<file path="src/rtl/sync_fifo.sv">
// Synchronous FIFO with registered read data, occupancy count
// and sticky overflow/underflow flags for the monitor side.
module sync_fifo #(
   parameter int DATA_W = 8,
   parameter int DEPTH  = 8,
   localparam int AW    = $clog2(DEPTH),
   localparam int CNT_W = AW + 1
) (
   input  logic              clk,
   input  logic              rst,
   input  logic              push,
   input  logic [DATA_W-1:0] data_in,
   output logic              full,
   input  logic              pop,
   output logic              empty,
   output logic [DATA_W-1:0] data_out,
   output logic [CNT_W-1:0]  count,
   output logic              overflow,
   output logic              underflow
);

   logic [DATA_W-1:0] r_mem [DEPTH];
   logic [AW:0]       r_wr_ptr;
   logic [AW:0]       r_rd_ptr;
   logic [DATA_W-1:0] r_data_out;
   logic              r_overflow;
   logic              r_underflow;

   logic              w_full;
   logic              w_empty;
   logic              w_push_ok;
   logic              w_pop_ok;
   logic              w_push_rej;
   logic              w_pop_rej;

   // Flags come only from registered pointers; the MSB is the wrap bit.
   assign w_empty = (r_wr_ptr == r_rd_ptr);
   assign w_full  = (r_wr_ptr[AW-1:0] == r_rd_ptr[AW-1:0]) &&
                    (r_wr_ptr[AW] != r_rd_ptr[AW]);

   assign w_push_ok  = push && !w_full;
   assign w_pop_ok   = pop && !w_empty;
   assign w_push_rej = push && w_full;
   assign w_pop_rej  = pop && w_empty;

   // Storage is not reset so it can map onto plain RAM.
   always_ff @(posedge clk) begin
      if (!rst && w_push_ok) begin
         r_mem[r_wr_ptr[AW-1:0]] <= data_in;
      end
   end

   always_ff @(posedge clk) begin
      if (rst) begin
         r_wr_ptr <= '0;
      end else if (w_push_ok) begin
         r_wr_ptr <= r_wr_ptr + 1'b1;
      end
   end

   always_ff @(posedge clk) begin
      if (rst) begin
         r_rd_ptr   <= '0;
         r_data_out <= '0;
      end else if (w_pop_ok) begin
         r_rd_ptr   <= r_rd_ptr + 1'b1;
         r_data_out <= r_mem[r_rd_ptr[AW-1:0]];
      end
   end

   always_ff @(posedge clk) begin
      if (rst) begin
         r_overflow  <= 1'b0;
         r_underflow <= 1'b0;
      end else begin
         if (w_push_rej) begin
            r_overflow <= 1'b1;
         end
         if (w_pop_rej) begin
            r_underflow <= 1'b1;
         end
      end
   end

   assign full      = w_full;
   assign empty     = w_empty;
   assign data_out  = r_data_out;
   assign count     = r_wr_ptr - r_rd_ptr;
   assign overflow  = r_overflow;
   assign underflow = r_underflow;

endmodule
</file>
<file path="config.mk">
export PLATFORM = sky130hd
export DESIGN_NAME = sync_fifo
export DESIGN_NICKNAME = d
export VERILOG_FILES = /design/src/rtl/sync_fifo.sv
export SDC_FILE = /design/constraint.sdc
export NUM_CORES = 1
export LEC_CHECK = 0
export ABC_AREA = 1
export CAP_MARGIN = 40
export CORE_MARGIN = 1
export CORE_UTILIZATION = 62
export DETAILED_ROUTE_END_ITERATION = 8
export PLACE_DENSITY = 0.84
export SLEW_MARGIN = 15
export SYNTH_ARGS = -nofsm -noshare
export SYNTH_HDL_FRONTEND = slang
export SYNTH_SLANG_ARGS = --single-unit
export TNS_END_PERCENT = 10
</file>
<file path="constraint.sdc">
create_clock -name clk -period 4.15 [get_ports clk]
set_input_delay 0.83 -clock clk [delete_from_list [all_inputs] [get_ports clk]]
set_output_delay 0.83 -clock clk [all_outputs]
set_load 0.02 [all_outputs]
</file>
==> out/metrics.csv, run 1 <==
metric,value,unit
status,"complete, no violations",
Post-Route Skew,0.009622,ns
CTS sink count,82,
crit path time final,3.788,ns
Core Util at FP,64.85,%
DRC viols,0,
"non-filler cells, final",479,
P_int,1401,uW
mean post-synth cell area,9.796,um2
iteration tally of the first detailed-router pass,5,
Max Fclk,264.0,MHz
chip area in the Yosys report,0.003615,mm2
DRT antenna net count,0,
path depth of the worst reg2reg path,7,
placed cells,462,
postcts setup bufs,0,
Layout Utilization,74.84,%
R2R setup slack,1.10,ns
final setup TNS,0,ns
grt total ovfl,0,
FP Rows,27,
fin crit share,91.27,%
die height,78.36,um
Comb area,0.001002,mm2
crit path max fanout,12,
Tool Warnings,26,
Clock Tree Buf Depth,2,
Pleak,0.001751,uW
share of power burned in registers,47.4,%
CTS tree,built,
"Seq/Total Area, Yosys",63.14,%
Final setup viols,0,
DP HPWL,4298,um
synthesized cell area,0.003615,mm2
Net Sw Frac,28.50,%
Yosys warning count,0,
routed vias/inst,5.413,
I/O pin count,28,
Setup crit end kind,output port,
required time worst endpoint,3.32,ns
first-pass GRT wire length,11150,um
run 1: sequential cells by signal, indices dropped and copies added (netlist names):
register,flops
r_rd_ptr,4
underflow,1
r_wr_ptr,4
overflow,1
data_out,8
r_mem,64
run 1: worst max-delay path, stage by stage (launching register included):
cell,delay [ns]
dfxtp_1,0.64
clkinv_1,0.43
ha_1,0.50
nand2_1,0.06
o21ai_0,0.19
xor2_1,0.16
clkdlybuf4s50_1,0.61
run 1: power by group through the flow:
stage               clock network, uW  registers, uW  logic, uW
finish                            627            928        405
global route                      658            931        441
CTS                               629            928        401
detailed placement                  0            946        396
global placement                    0            945        392
floorplan                           0            964        249
run 1: area by class of cell:
| class | count | area share, % |
|---|---|---|
| sequential | 82 | 54.71 |
| multi-input combinational | 208 | 24.03 |
| timing repair buffer | 35 | 7.918 |
| inverter | 66 | 5.999 |
| clock buffer | 9 | 2.969 |
| clock inverter | 7 | 2.220 |
| tap | 72 | 2.160 |
run 1: per-layer routing:
metal	share of wire [%]	vias up	track usage [%]
li1	-	1250	-
met1	41	1183	33.31
met2	46	133	37.63
met3	8.0	27	5.000
met4	4.6	0	18.33
met5	0	-	0
run 1: metrics by stage:
stage	area [um2]	worst slack [ns]	hold WS, ns	total power (uW)
5_1_grt	4172	0.2647	0.4737	2030
6_report	4172	0.3622	0.4527	1959
3_3_place_gp	3948	0.8598	0.4360	1337
2_1_floorplan	3615	1.537	0.4508	1213
3_5_place_dp	3948	0.8023	0.4415	1342
4_1_cts	4164	0.3872	0.4546	1958
run 1: worst max-delay path by stage:
| stage | from | slack [ns] | cells after the start | to |
|---|---|---|---|---|
| 2_1_floorplan | r_rd_ptr[1] | 1.54 | 7 | count[3] |
| 3_3_place_gp | r_rd_ptr[2] | 0.86 | 6 | count[3] |
| 3_5_place_dp | r_rd_ptr[2] | 0.80 | 6 | count[3] |
| 4_1_cts | r_rd_ptr[2] | 0.39 | 6 | count[3] |
| 5_1_grt | r_rd_ptr[2] | 0.26 | 6 | count[3] |
| 6_report | r_rd_ptr[2] | 0.36 | 6 | count[3] |
run 1: cell families after synthesis:
logic type                 count (synthesis)  synth area share, %
DFF                                       82                63.14
and+or+nand+nor                          173                20.60
xor gates and xnor gates                   5                1.211
adders and majority gates                  6                2.285
buffers and inverters                     79                9.138
AOI/OAI and AO/OA                         24                3.635
run 1: cells in the mapped netlist:
cell type / number / area, um2
inv_1: 61 / 229.0
inv_2: 1 / 3.750
fa_1: 1 / 20.02
clkbuf_1: 1 / 3.750
nand2_2: 1 / 6.260
clkinv_2: 2 / 10.01
xor2_1: 4 / 35.03
buf_6: 1 / 11.26
nand3_2: 2 / 20.02
nor2_1: 10 / 37.54
clkinv_1: 2 / 7.510
a21oi_1: 18 / 90.09
xnor2_1: 1 / 8.760
nand2_4: 2 / 22.52
o21ai_0: 5 / 25.02
o21ai_4: 1 / 16.27
buf_2: 7 / 35.03
nand2_1: 106 / 397.9
edfxtp_1: 64 / 1922
dfxtp_1: 18 / 360.4
nand3_1: 52 / 260.3
buf_4: 4 / 30.03
ha_1: 5 / 62.56
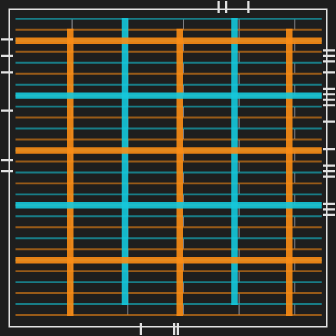
Figure 1: run 1, supply network.
Pins as bars on the die edge. Tap cells in gray.
legend:
  orange:
    net: VSS
  cyan:
    net: VDD
tap cells: 72
signal pins: 28
met5 straps: 5

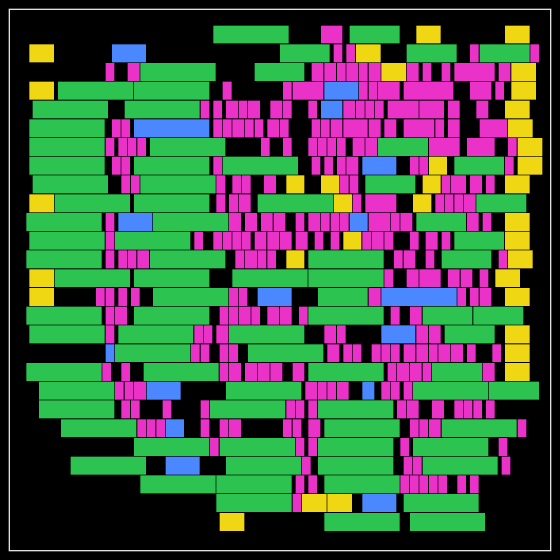
Figure 2: run 1, cells colored by class.
legend:
  yellow:
    class: remaining buffers and delay cells
    cells: 35
    share_of_their_area: 8.1%
  blue:
    class: clock drivers and dummy loads
    cells: 16
    share_of_their_area: 5.3%
  magenta:
    class: remaining logic cells
    cells: 274
    share_of_their_area: 31%
  green:
    class: registers
    cells: 82
    share_of_their_area: 56%

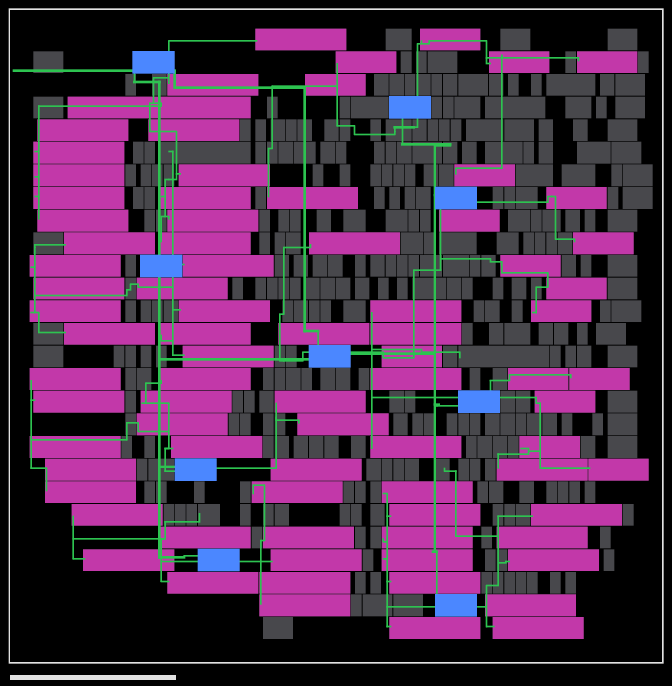
Figure 3: run 1, clock wires, drivers and flops.
The bar under the picture is 20 um long.
legend:
  magenta:
    item: flip-flops
    count: 82
  blue:
    item: clock-net drivers
    count: 9
  green:
    item: clock wires
    length: 888 um
routed clock nets: 10

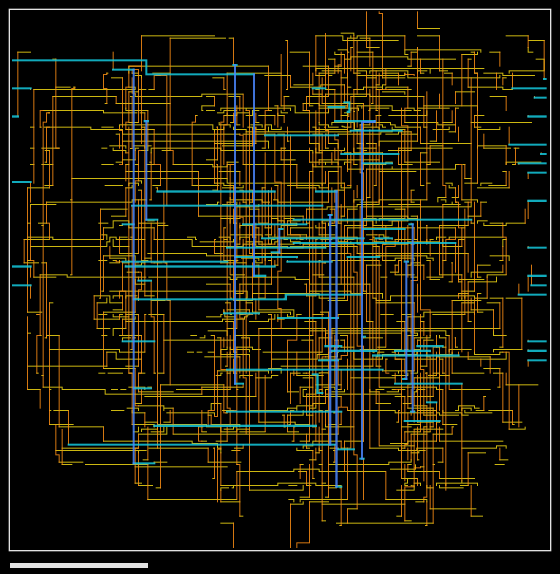
Figure 4: run 1, signal wires by layer.
The bar under the picture is 20 um long.
legend:
  yellow:
    layer: M1
    wire_length: 2910 um
  orange:
    layer: M2
    wire_length: 3250 um
  cyan:
    layer: M3
    wire_length: 563 um
  blue:
    layer: M4
    wire_length: 321 um
GR Util All Layers: 25.33%
WL per Instance: 14.71 um
routed vias: 2593
final wirelength: 7045 um

--- run 2 (diff from run 1) ---
- CAP_MARGIN: 40 -> default
- CORE_MARGIN: 1 -> 2
==> out/metrics.csv, run 2 <==
metric,value,unit
startpoint types,flip-flop,
synth top area cells,"edfxtp_1 (53%), nand2_1 (11%), dfxtp_1 (10%)",
grt total ovfl,0,
largest area contributor in the netlist,edfxtp_1,
worst hold-check path type,reg2reg,
asr flop ratio synth,0,%
status,"complete, no violations",
Tool Warnings,26,
Yosys warning count,0,
pwr dens,466.0,mW/mm2
required time worst endpoint,3.32,ns
postcts setup bufs,0,
CTS tree,built,
DP HPWL,4630,um
Clock Tree Buf Depth,2,
number of enable flip-flop cells,64,
most frequent cell after synthesis,nand2_1,
crit path max fanout,12,
DRC viols,0,
"Seq/Total Area, Yosys",63.14,%
first-pass GRT wire length,11470,um
GR Util All Layers,24.84,%
chip area in the Yosys report,0.003615,mm2
synthesized cell area,0.003615,mm2
mean post-synth cell area,9.796,um2
Pleak,0.001743,uW
CTS sink count,82,
Comb area,0.001002,mm2
Setup crit end kind,output port,
crit path time final,3.785,ns
I/O pin count,28,
routed vias/inst,5.392,
final wirelength,7296,um
WL per Instance,15.30,um
P_int,1398,uW
top post-synthesis cells by count,"nand2_1 (106), edfxtp_1 (64), inv_1 (61)",
DRT antenna net count,0,
fin crit share,91.21,%
Core Util at FP,64.85,%
Largest register FFs,64,
Overall Power,1937,uW
clock root cell,clkbuf_8,
Net Sw Frac,27.80,%
final setup TNS,0,ns
share of power burned in registers,48.0,%
Synth Flop Type,edfxtp_1,
[run 2: cell type report]
class                      count  area share, %
clock inverter                 5          1.927
timing repair buffer          34          7.769
clock buffer                  10          3.071
inverter                      66          6.022
multi-input combinational    208          24.12
tap                           72          2.168
sequential                    82          54.92
[run 2: through the flow]
step	area (um2)	util [%]	hold slack (ns)	setup WS (ns)	instances
after floorplan	3615	-	0.4508	1.537	369
after global placement	3948	70.82	0.4361	0.8520	462
after detailed placement	3948	70.82	0.4411	0.7982	462
after CTS	4155	74.55	0.4533	0.3993	477
after global routing	4155	74.55	0.4885	0.2221	477
final	4155	74.55	0.4482	0.3647	477
[run 2: worst paths after layout]
check                              endpoint         from  slack [ns]  cells after the start
worst max register to register  r_mem[7][4]  r_rd_ptr[2]        0.98                      7
worst min register to register     overflow     overflow        0.45                      2
worst min-delay path               overflow     overflow        0.45                      2
worst max-delay path               count[3]  r_rd_ptr[2]        0.36                      6
[run 2: cells by family after synthesis]
kind of cell	count (synthesis)	share of synthesized area (%)
AOI/OAI and AO/OA	24	3.635
xor gates and xnor gates	5	1.211
adders and majority gates	6	2.285
buffers and inverters	79	9.138
DFF	82	63.14
and+or+nand+nor	173	20.60
[run 2: worst max-delay path, cell delays in order, from the launching register on]
cell             delay (ns)
dfxtp_1                0.64
clkinv_1               0.43
ha_1                   0.49
nand2_1                0.06
o21ai_0                0.20
xor2_1                 0.17
clkdlybuf4s50_1        0.61
[run 2: layer usage]
layer,global-route usage (%),share of wire (%)
met4,14.92,3.8
met3,6.517,7.9
met5,0,0
met1,32.23,41
met2,37.58,47
[run 2: power by group through the flow]
stage          registers, uW  clock network [uW]  logic [uW]
2_1_floorplan            964                   0         249
3_3_place_gp             945                   0         392
3_5_place_dp             947                   0         399
4_1_cts                  928                 614         401
5_1_grt                  931                 642         442
6_report                 929                 604         404
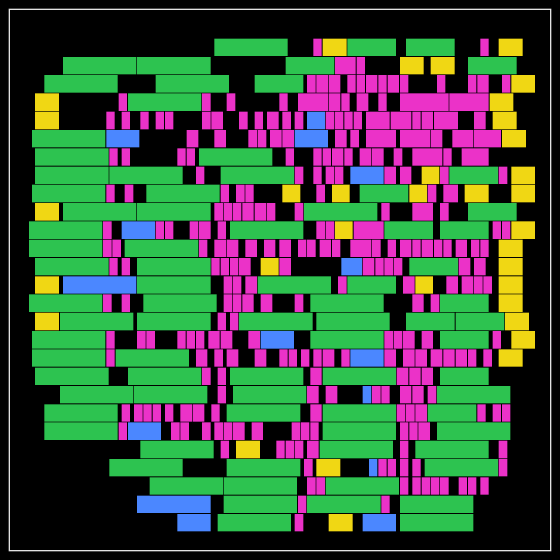
Figure 5: run 2, cells colored by class.
legend:
  yellow:
    class: remaining buffers and delay cells
    cells: 34
    share_of_their_area: 7.9%
  blue:
    class: clock drivers and dummy loads
    cells: 15
    share_of_their_area: 5.1%
  green:
    class: registers
    cells: 82
    share_of_their_area: 56%
  magenta:
    class: remaining logic cells
    cells: 274
    share_of_their_area: 31%
fin area: 0.004155 mm2
FP Rows: 27
core area: 0.005574 mm2
flop share of the area: 54.92%

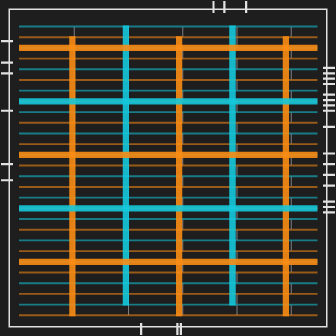
Figure 6: run 2, supply network.
Pins as bars on the die edge. Tap cells in gray.
legend:
  cyan:
    net: VDD
  orange:
    net: VSS
tap cells: 72
met4 straps: 5
met1 rails: 28
signal pins: 28
Worst VDD drop: 350.2 uV
chip width: 80.36 um
die height: 80.36 um

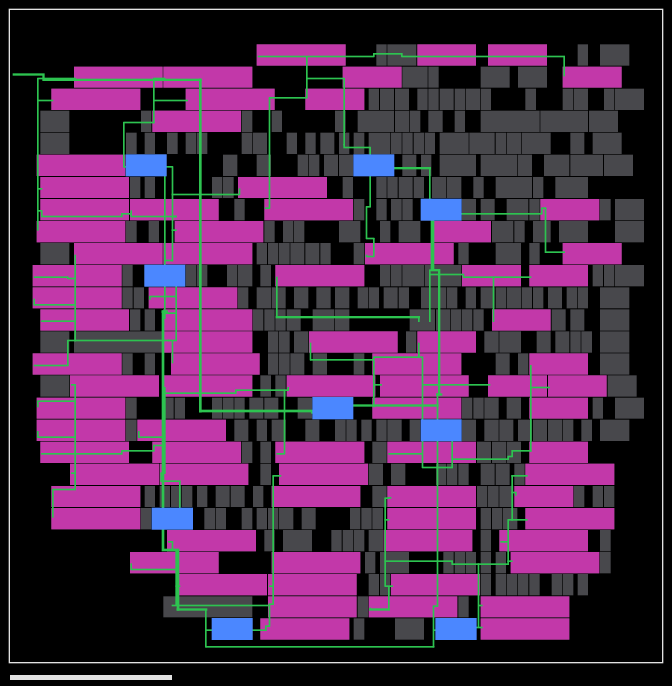
Figure 7: run 2, clock wires, drivers and flops.
The bar under the picture is 20 um long.
legend:
  magenta:
    item: flip-flops
    count: 82
  blue:
    item: clock-net drivers
    count: 9
  green:
    item: clock wires
    length: 886 um
routed clock nets: 10
Clk pwr share: 31.2%
clock group total power: 604 uW
clk_lat worst skew: 0.35 ns
Post-Route Skew: 0.006774 ns

--- run 3 (diff from run 2) ---
- CTS_CLUSTER_DIAMETER: default -> 200
==> out/metrics.csv, run 3 <==
metric,value,unit
largest area contributor in the netlist,edfxtp_1,
fin crit share,91.21,%
crit path max fanout,12,
cell breakdown of the critical path,clkinv_1 -> ha_1 -> nand2_1 -> o21ai_0 -> xor2_1 -> clkdlybuf4s50_1,
met2 routed wirelength,3438,um
DRT met1 WL,3010,um
clock root cell,clkbuf_8,
R2R setup slack,0.98,ns
CP top delay family,buffers and inverters,
CTS sink count,82,
final worst setup slack,0.3647,ns
I/O pin count,28,
RSZ-0062 raised after global routing,no,
Worst VDD drop,350.2,uV
critical path arrival,2.96,ns
worst hold-check path type,reg2reg,
"Seq/Total Area, Yosys",63.14,%
pre-CTS WS,0.7982,ns
mean post-synth cell area,9.796,um2
grt total ovfl,0,
first-pass GRT wire length,11470,um
port bufs,27,
crit path time final,3.785,ns
Yosys reg bits,82,
startpoint types,flip-flop,
DRT antenna net count,0,
required time worst endpoint,3.32,ns
synth top area cells,"edfxtp_1 (53%), nand2_1 (11%), dfxtp_1 (10%)",
clk_lat worst skew,0.35,ns
number of enable flip-flop cells,64,
Flop area,0.002282,mm2
Setup crit end kind,output port,
Yosys warning count,0,
asr flop ratio synth,0,%
cts hold-fix bufs,0,
status,"complete, no violations",
DRC viols,0,
Post-Route Skew,0.006774,ns
Final setup viols,0,
Max-Cap Viols,0,
Tool Warnings,26,
CP max stage cell,dfxtp_1,
number of global-route vias before repair,2392,
Area leader share,53.17,%
Num CTS Buffers,9,
Routed met3 length,573,um
iteration tally of the first detailed-router pass,5,
CTS tree,built,
Mapped Cells,369,
final RePlAce weighted congestion,0.8209,
Placed Area,0.003948,mm2
pwr dens,466.0,mW/mm2
synthesized cell area,0.003615,mm2
Max Fclk,264.2,MHz
Comb area,0.001002,mm2
routed vias/inst,5.392,
Initial DRC Count,330,
worst path buffer plus inverter count,2,
chip width,80.36,um
"Distinct cells, synth",23,
Layout Utilization,74.55,%
postcts setup bufs,0,
Synth Flop Type,edfxtp_1,
Filler cells,397,
DP HPWL,4630,um
Core Util at FP,64.85,%
Largest register FFs,64,
Final Max Slew Viols,0,
most frequent cell after synthesis,nand2_1,
Clock Tree Buf Depth,2,
FP Rows,27,
share of post-route cells with drive strength above 1,7.160,%
CTS resizes,0,
chip area in the Yosys report,0.003615,mm2
core area,0.005574,mm2
final setup TNS,0,ns
WHS,0.4482,ns
top post-synthesis cells by count,"nand2_1 (106), edfxtp_1 (64), inv_1 (61)",
fin area,0.004155,mm2
top layer in use,met4,
Crit path largest cell delay,0.64,ns
Pleak,0.001743,uW
die height,80.36,um
-- run 3: cell counts after synthesis --
No cell type changed its count.
-- run 3: routing by layer --
| metal | global-route usage (%) | vias to the layer above |
|---|---|---|
| li1 | - | 1250 |
| met3 | 6.517 | 20 |
| met4 | 14.92 | 0 |
| met5 | 0 | - |
| met1 | 32.23 | 1183 |
| met2 | 37.58 | 119 |
-- run 3: final timing paths --
| check | to | cells past startpoint | startpoint |
|---|---|---|---|
| worst max-delay path | count[3] | 6 | r_rd_ptr[2] |
| worst min-delay path | overflow | 2 | overflow |
| worst max register to register | r_mem[7][4] | 7 | r_rd_ptr[2] |
| worst min register to register | overflow | 2 | overflow |
-- run 3: report_power, final --
group	switching, uW	leakage, uW	internal [uW]	total (uW)
sequential	15.2	0.000725	914	929
combinational	253	0.000917	150	404
clock	270	0.000100	335	604
-- run 3: layout make-up --
type,count,share of cell area [%]
flip-flops and latches,82,54.92
multi-input cells,208,24.12
repair buffers,34,7.769
inverters,66,6.022
clock buffers,10,3.071
well taps,72,2.168
clock inverters,5,1.927
-- run 3: kinds of logic after synthesis --
logic type      synth area share [%]
simple gates                   20.60
flops                          63.14
buf+inv                        9.138
compound gates                 3.635
fa+ha+maj                      2.285
xor+xnor                       1.211
-- run 3: metrics by stage --
stage          cells  total power (uW)
6_report         477              1937
2_1_floorplan    369              1213
3_5_place_dp     462              1346
3_3_place_gp     462              1337
5_1_grt          477              2016
4_1_cts          477              1943
-- run 3: worst min-delay path, stage by stage, from the launching register on --
cell	delay (ns)
dfxtp_1	0.31
inv_1	0.04
a21oi_1	0.05
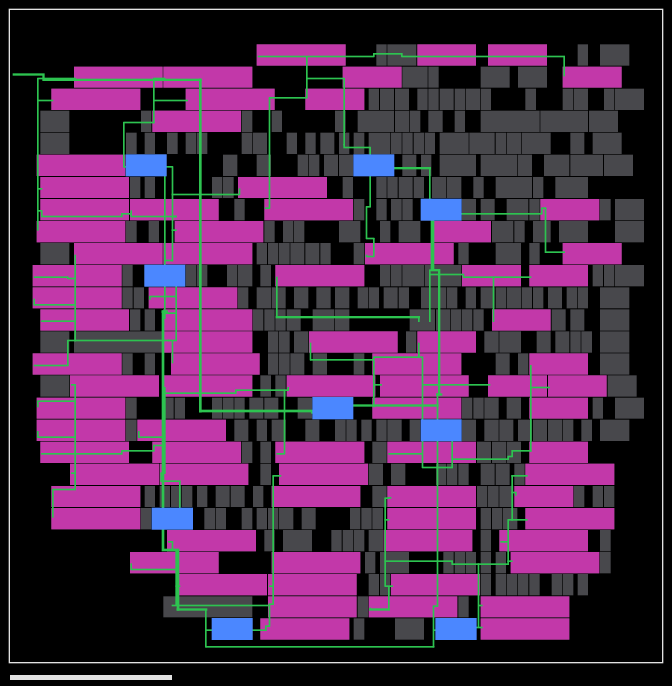
Figure 8: run 3, clock wires, drivers and flops.
The bar under the picture is 20 um long.
legend:
  magenta:
    item: flip-flops
    count: 82
  blue:
    item: clock-net drivers
    count: 9
  green:
    item: clock wires
    length: 886 um
routed clock nets: 10
flops lie: widely spread

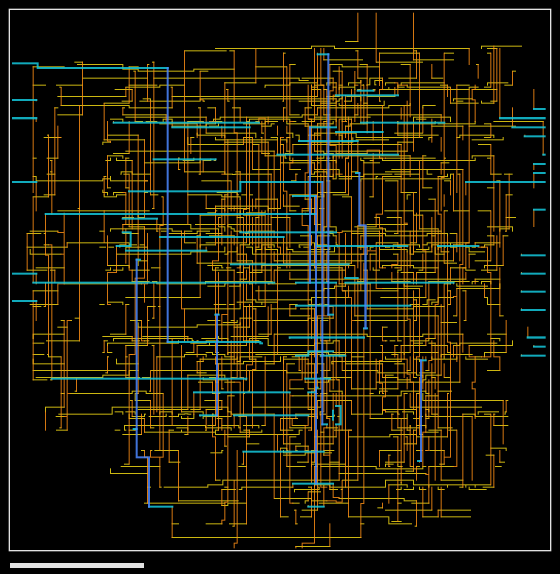
Figure 9: run 3, signal wires by layer.
The bar under the picture is 20 um long.
WL per Instance: 15.30 um
GR Util All Layers: 24.84%
final wirelength: 7296 um
routed vias: 2572

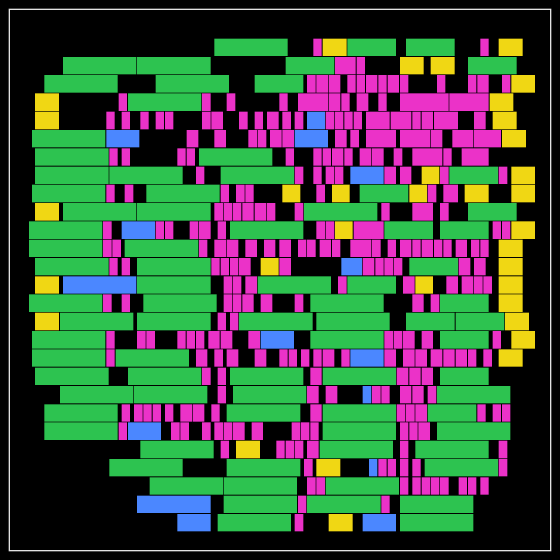
Figure 10: run 3, cells colored by class.
legend:
  green:
    class: registers
    cells: 82
    share_of_their_area: 56%
  yellow:
    class: remaining buffers and delay cells
    cells: 34
    share_of_their_area: 7.9%
  magenta:
    class: remaining logic cells
    cells: 274
    share_of_their_area: 31%
  blue:
    class: clock drivers and dummy loads
    cells: 15
    share_of_their_area: 5.1%

Power figures rest on the tool's default switching activity, not on a simulated workload.
